`config.mk`:
```
export PLATFORM = sky130hd
export DESIGN_NAME = mem_access_ctrl
export DESIGN_NICKNAME = d
export VERILOG_FILES = /design/src/rtl/mem_ctrl_pkg.sv /design/src/rtl/ld_lane_ext.sv /design/src/rtl/mem_access_ctrl.sv
export SDC_FILE = /design/constraint.sdc
export NUM_CORES = 1
export LEC_CHECK = 0
export ABC_AREA = 1
export CELL_PAD_IN_SITES_DETAIL_PLACEMENT = 1
export CELL_PAD_IN_SITES_GLOBAL_PLACEMENT = 2
export CORE_MARGIN = 10
export CORE_UTILIZATION = 25
export CTS_CLUSTER_SIZE = 16
export DETAILED_ROUTE_END_ITERATION = 12
export PLACE_DENSITY = 0.9
export SETUP_SLACK_MARGIN = 0.2
export SLEW_MARGIN = 20
export SYNTH_ARGS = -nofsm -noshare
export SYNTH_HDL_FRONTEND = slang
export SYNTH_SLANG_ARGS = --single-unit
```
`constraint.sdc`:
```
create_clock -name clk -period 4.1 [get_ports clk]
set_input_delay 0.82 -clock clk [delete_from_list [all_inputs] [get_ports clk]]
set_output_delay 0.82 -clock clk [all_outputs]
set_load 0.01 [all_outputs]
```
`src/rtl/mem_ctrl_pkg.sv`:
```
// Shared definitions for the load/store memory access controller: op codes,
// FSM states, byte-enable constants and the alignment/lane helper functions.
package mem_ctrl_pkg;

  localparam logic [2:0] OP_WORD = 3'b000;
  localparam logic [2:0] OP_BU   = 3'b001;
  localparam logic [2:0] OP_BS   = 3'b010;
  localparam logic [2:0] OP_HU   = 3'b011;
  localparam logic [2:0] OP_HS   = 3'b100;

  localparam logic [3:0] BE_NONE    = 4'b0000;
  localparam logic [3:0] BE_WORD    = 4'b1111;
  localparam logic [3:0] BE_HALF_LO = 4'b0011;
  localparam logic [3:0] BE_HALF_HI = 4'b1100;
  localparam logic [3:0] BE_BYTE0   = 4'b0001;

  typedef enum logic [1:0] {
    ST_IDLE   = 2'd0,
    ST_ACCESS = 2'd1,
    ST_RESP   = 2'd2,
    ST_FAULT  = 2'd3
  } state_t;

  function automatic logic isHalf(input logic [2:0] op);
    return (op == OP_HU) || (op == OP_HS);
  endfunction

  function automatic logic isByte(input logic [2:0] op);
    return (op == OP_BU) || (op == OP_BS);
  endfunction

  // Illegal op codes and misaligned half/word accesses never reach the bus.
  function automatic logic isBadAccess(input logic [2:0] op, input logic [1:0] addrLo);
    logic bad;
    bad = 1'b0;
    if (op > OP_HS) bad = 1'b1;
    else if (isHalf(op) && addrLo[0]) bad = 1'b1;
    else if ((op == OP_WORD) && (addrLo != 2'b00)) bad = 1'b1;
    return bad;
  endfunction

  function automatic logic [3:0] byteEnables(input logic [2:0] op, input logic [1:0] addrLo);
    logic [3:0] be;
    be = BE_WORD;
    if (isHalf(op)) be = addrLo[1] ? BE_HALF_HI : BE_HALF_LO;
    else if (isByte(op)) be = BE_BYTE0 << addrLo;
    return be;
  endfunction

  function automatic logic [31:0] laneStoreData(input logic [2:0] op, input logic [31:0] wdata);
    logic [31:0] d;
    d = wdata;
    if (isByte(op)) d = {4{wdata[7:0]}};
    else if (isHalf(op)) d = {2{wdata[15:0]}};
    return d;
  endfunction

endpackage

```
`src/rtl/ld_lane_ext.sv`:
```
// Load path: picks the byte/half lane addressed by addr[1:0] out of the raw
// memory word and zero- or sign-extends it according to op.
module ld_lane_ext
  import mem_ctrl_pkg::*;
(
  input  logic [1:0]  i_addr,
  input  logic [2:0]  i_op,
  input  logic [31:0] i_rdata,
  output logic [31:0] o_data
);

  logic [7:0]  w_byte;
  logic [15:0] w_half;

  always_comb begin
    w_byte = i_rdata[7:0];
    case (i_addr)
      2'd0: w_byte = i_rdata[7:0];
      2'd1: w_byte = i_rdata[15:8];
      2'd2: w_byte = i_rdata[23:16];
      2'd3: w_byte = i_rdata[31:24];
      default: w_byte = i_rdata[7:0];
    endcase
    w_half = i_addr[1] ? i_rdata[31:16] : i_rdata[15:0];
  end

  always_comb begin
    o_data = i_rdata;
    case (i_op)
      OP_BU: o_data = {24'd0, w_byte};
      OP_BS: o_data = {{24{w_byte[7]}}, w_byte};
      OP_HU: o_data = {16'd0, w_half};
      OP_HS: o_data = {{16{w_half[15]}}, w_half};
      default: o_data = i_rdata;
    endcase
  end

endmodule

```
`src/rtl/mem_access_ctrl.sv`:
```
// CPU-side load/store controller driving a single-beat memory handshake.
// Define MEM_ACCESS_TIMEOUT_EN to abort ACCESS after TIMEOUT_CYCLES without mem_ack.
module mem_access_ctrl
  import mem_ctrl_pkg::*;
#(
  parameter int TIMEOUT_CYCLES = 255
) (
  input  logic        clk,
  input  logic        rst_n,
  input  logic        req,
  input  logic        we,
  input  logic [2:0]  op,
  input  logic [31:0] addr,
  input  logic [31:0] wdata,
  output logic        mem_req,
  output logic        mem_we,
  input  logic        mem_ack,
  output logic [31:0] mem_addr,
  output logic [3:0]  mem_be,
  output logic [31:0] mem_wdata,
  input  logic [31:0] mem_rdata,
  output logic [31:0] rdata,
  output logic        done,
  output logic        err,
  output logic        busy
);

  state_t      r_state;
  state_t      w_nextState;
  logic        r_we;
  logic [2:0]  r_op;
  logic [31:0] r_addr;
  logic [31:0] r_wdata;
  logic [31:0] r_rdata;
  logic [31:0] w_ldData;
  logic        w_inAccess;
  logic        w_timeout;

  assign w_inAccess = (r_state == ST_ACCESS);

`ifdef MEM_ACCESS_TIMEOUT_EN
  localparam int CNT_W = (TIMEOUT_CYCLES < 2) ? 1 : $clog2(TIMEOUT_CYCLES);
  logic [CNT_W-1:0] r_toCount;

  always_ff @(posedge clk or negedge rst_n) begin
    if (!rst_n) r_toCount <= '0;
    else if (!w_inAccess) r_toCount <= '0;
    else r_toCount <= r_toCount + CNT_W'(1);
  end

  // Counter holds the number of ACCESS cycles already spent, so expiry is the last allowed one.
  assign w_timeout = (r_toCount == CNT_W'(TIMEOUT_CYCLES - 1));
`else
  assign w_timeout = (TIMEOUT_CYCLES < 0);
`endif

  always_ff @(posedge clk or negedge rst_n) begin
    if (!rst_n) r_state <= ST_IDLE;
    else r_state <= w_nextState;
  end

  always_comb begin
    w_nextState = r_state;
    case (r_state)
      ST_IDLE:   if (req) w_nextState = isBadAccess(op, addr[1:0]) ? ST_FAULT : ST_ACCESS;
      ST_ACCESS: begin
        if (mem_ack) w_nextState = ST_RESP;
        else if (w_timeout) w_nextState = ST_FAULT;
      end
      ST_RESP:   w_nextState = ST_IDLE;
      ST_FAULT:  w_nextState = ST_IDLE;
      default:   w_nextState = ST_IDLE;
    endcase
  end

  always_ff @(posedge clk or negedge rst_n) begin
    if (!rst_n) begin
      r_we    <= 1'b0;
      r_op    <= OP_WORD;
      r_addr  <= '0;
      r_wdata <= '0;
    end else if ((r_state == ST_IDLE) && req) begin
      r_we    <= we;
      r_op    <= op;
      r_addr  <= addr;
      r_wdata <= wdata;
    end
  end

  ld_lane_ext u_ld_lane_ext (
    .i_addr  (r_addr[1:0]),
    .i_op    (r_op),
    .i_rdata (mem_rdata),
    .o_data  (w_ldData)
  );

  always_ff @(posedge clk or negedge rst_n) begin
    if (!rst_n) r_rdata <= '0;
    else if (w_inAccess && mem_ack && !r_we) r_rdata <= w_ldData;
  end

  // Bus outputs are gated by ACCESS so faults and idle cycles show a quiet bus.
  always_comb begin
    mem_req   = w_inAccess;
    mem_we    = w_inAccess & r_we;
    mem_addr  = w_inAccess ? {r_addr[31:2], 2'b00} : 32'd0;
    mem_be    = w_inAccess ? byteEnables(r_op, r_addr[1:0]) : BE_NONE;
    mem_wdata = w_inAccess ? laneStoreData(r_op, r_wdata) : 32'd0;
  end

  assign rdata = r_rdata;
  assign done  = (r_state == ST_RESP);
  assign err   = (r_state == ST_FAULT);
  assign busy  = (r_state != ST_IDLE);

endmodule
```
m1.png
Cells faint in the background.
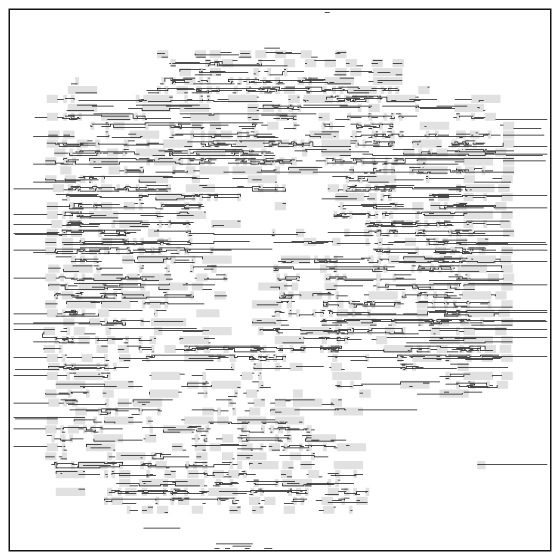
wire length on this layer: 8990 um
longest straight run: 48.8 um
nets with wire on the layer: 880
share of all routed wire: 44%
routing usage on met1: 18.82%
overall via count from detail_route: 5188
Routed WL: 20520 um

sizing.png
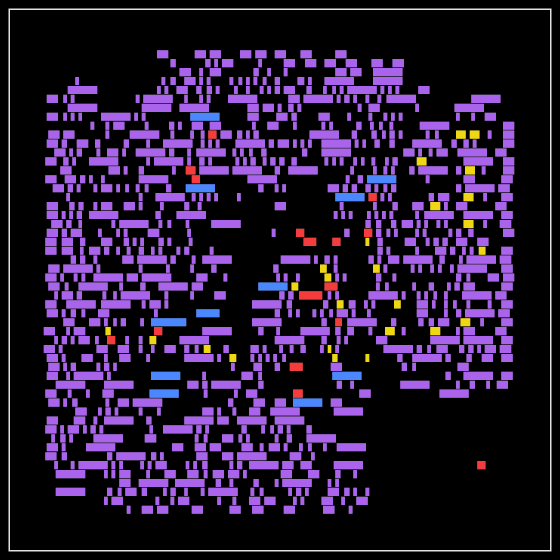
[x1 and smaller] purple | cells: 844 | most used: nand2_1
[x2] yellow | cells: 25 | most used: a21oi_2
[x3 and x4] red | cells: 16 | most used: buf_4
[x6 and larger] blue | cells: 11 | most used: clkbuf_16
worst-case setup margin in the final layout: 0.5567 ns
Repair and plain buffers: 212
post-route cell area: 7756 um2
signed area change from the synthesized netlist to the final layout: 48.73%

congestion_map.png
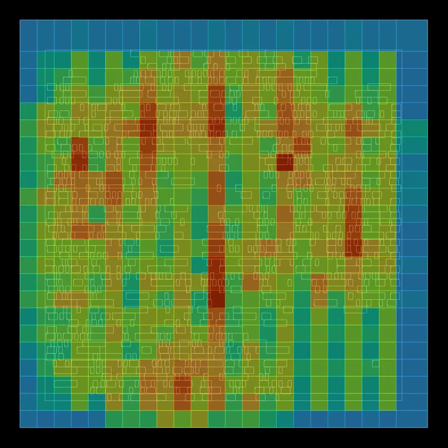
average detailed-routed wire length per instance: 17.58 um
M2 GR Usage: 24.77%
total routing resource utilization after global routing: 15.16%
GRT Max-Usage Layer: met2

==> results.py <==
# Metrics from the implementation run
metrics = {
    "placed_design": {
        "port_buffers": 206,
    },
    "synth": {
        "yosys_register_bits": 102,
        "yosys-stat-area_um2": 5215,
        "synth.cellmix.simpleShare_pct": 28.29,
        "area_fraction_in_mux_cells_pct": 0,
        "syn_area_um2": 5215,
    },
    "run_status": {
        "outcome": "complete, no violations",
    },
    "final_timing": {
        "final.setup_skew_ns": 0.009485,
        "fin_setup_tns_ns": 0,
        "max_slew.worst_pin.slew_ns": 0.8725,
        "slew_headroom_pct": 41.83,
    },
    "job": {
        "max_cap_violations": 0,
    },
    "power": {
        "p_int_w": 0.003345,
        "power_consumption_w": 0.005943,
    },
    "worst_hold_path": {
        "whs_path_depth": 2,
        "worst_hold_startpoint": "r_wdata[21]$_DFFE_PN0P_",
    },
    "route": {
        "ant_nets": 0,
        "drt_first_iter_violations": 219,
    },
    "setup_path": {
        "crit_path_cell_trace": "inv_1, nand3_1, nand2_2, clkinvlp_4, nand2_1, nand2_1, inv_1, nor2_1, clkdlybuf4s50_1",
        "timing.critical_path.to": "mem_wdata[15]",
        "startpoint_types": "flop",
        "endpoint_kind": "primary output",
    },
    "clock_tree": {
        "clkSlewWorstSetupHoldPaths_ns": 0.07,
        "cts.sinks": 102,
        "tritoncts_clock_tree": "yes",
    },
    "floorplan": {
        "design.die.area_um2": 27040,
        "num_io_pins": 209,
        "die_height_um": 164.4,
    },
    "global_routing": {
        "grt_start_max_net_pins": 71,
    },
}
[cell usage after synthesis, drive strengths merged]
| cell | count | area share, % |
|---|---|---|
| nor2 | 93 | 6.9 |
| nand3 | 40 | 3.8 |
| clkbuf | 11 | 0.79 |
| a21oi | 55 | 6.0 |
| nand4 | 1 | 0.12 |
| a31oi | 2 | 0.24 |
| or2 | 2 | 0.24 |
| nand3b | 1 | 0.38 |
| nor3 | 2 | 0.19 |
| o211ai | 2 | 0.29 |
| buf | 27 | 3.5 |
| dfrtp | 102 | 49 |
| nand2 | 223 | 17 |
| inv | 79 | 5.7 |
| o21ai | 64 | 6.1 |
| conb | 1 | 0.072 |
[cell type report]
| cell class | instances | area (um2) |
|---|---|---|
| antenna | 1 | 2.502 |
| timing repair buffer | 212 | 2117 |
| fill | 2490 | 12610 |
| clock buffer | 11 | 232.7 |
| multi-input combinational | 487 | 2146 |
| clock inverter | 5 | 60.06 |
| tap | 270 | 337.8 |
| inverter | 79 | 307.8 |
| sequential | 102 | 2552 |
[power groups by stage]
stage / Sequential, W / Clock [W] / Combinational [W]
3_5_place_dp: 0.00176 / 0 / 0.00336
3_3_place_gp: 0.00175 / 0 / 0.00331
6_report: 0.00174 / 0.000887 / 0.00331
4_1_cts: 0.00175 / 0.000910 / 0.00338
5_1_grt: 0.00180 / 0.000954 / 0.00373
2_1_floorplan: 0.00177 / 0 / 0.00184
[metal layers]
layer / track usage (%) / routed length [um] / vias to the layer above
met2: 24.77 / 9547 / 144
met1: 18.82 / 8994 / 2472
li1: - / - / 2564
met3: 5.850 / 1853 / 8
met4: 2.697 / 126 / 0
met5: 0 / 0 / -
[registers in the layout (all words and copies together) (netlist names)]
register and count:
r_addr 32, r_op 3, r_state 2, r_wdata 32
r_we 1, rdata 32
No activity file was given, so power comes from the tool's default toggle rates.
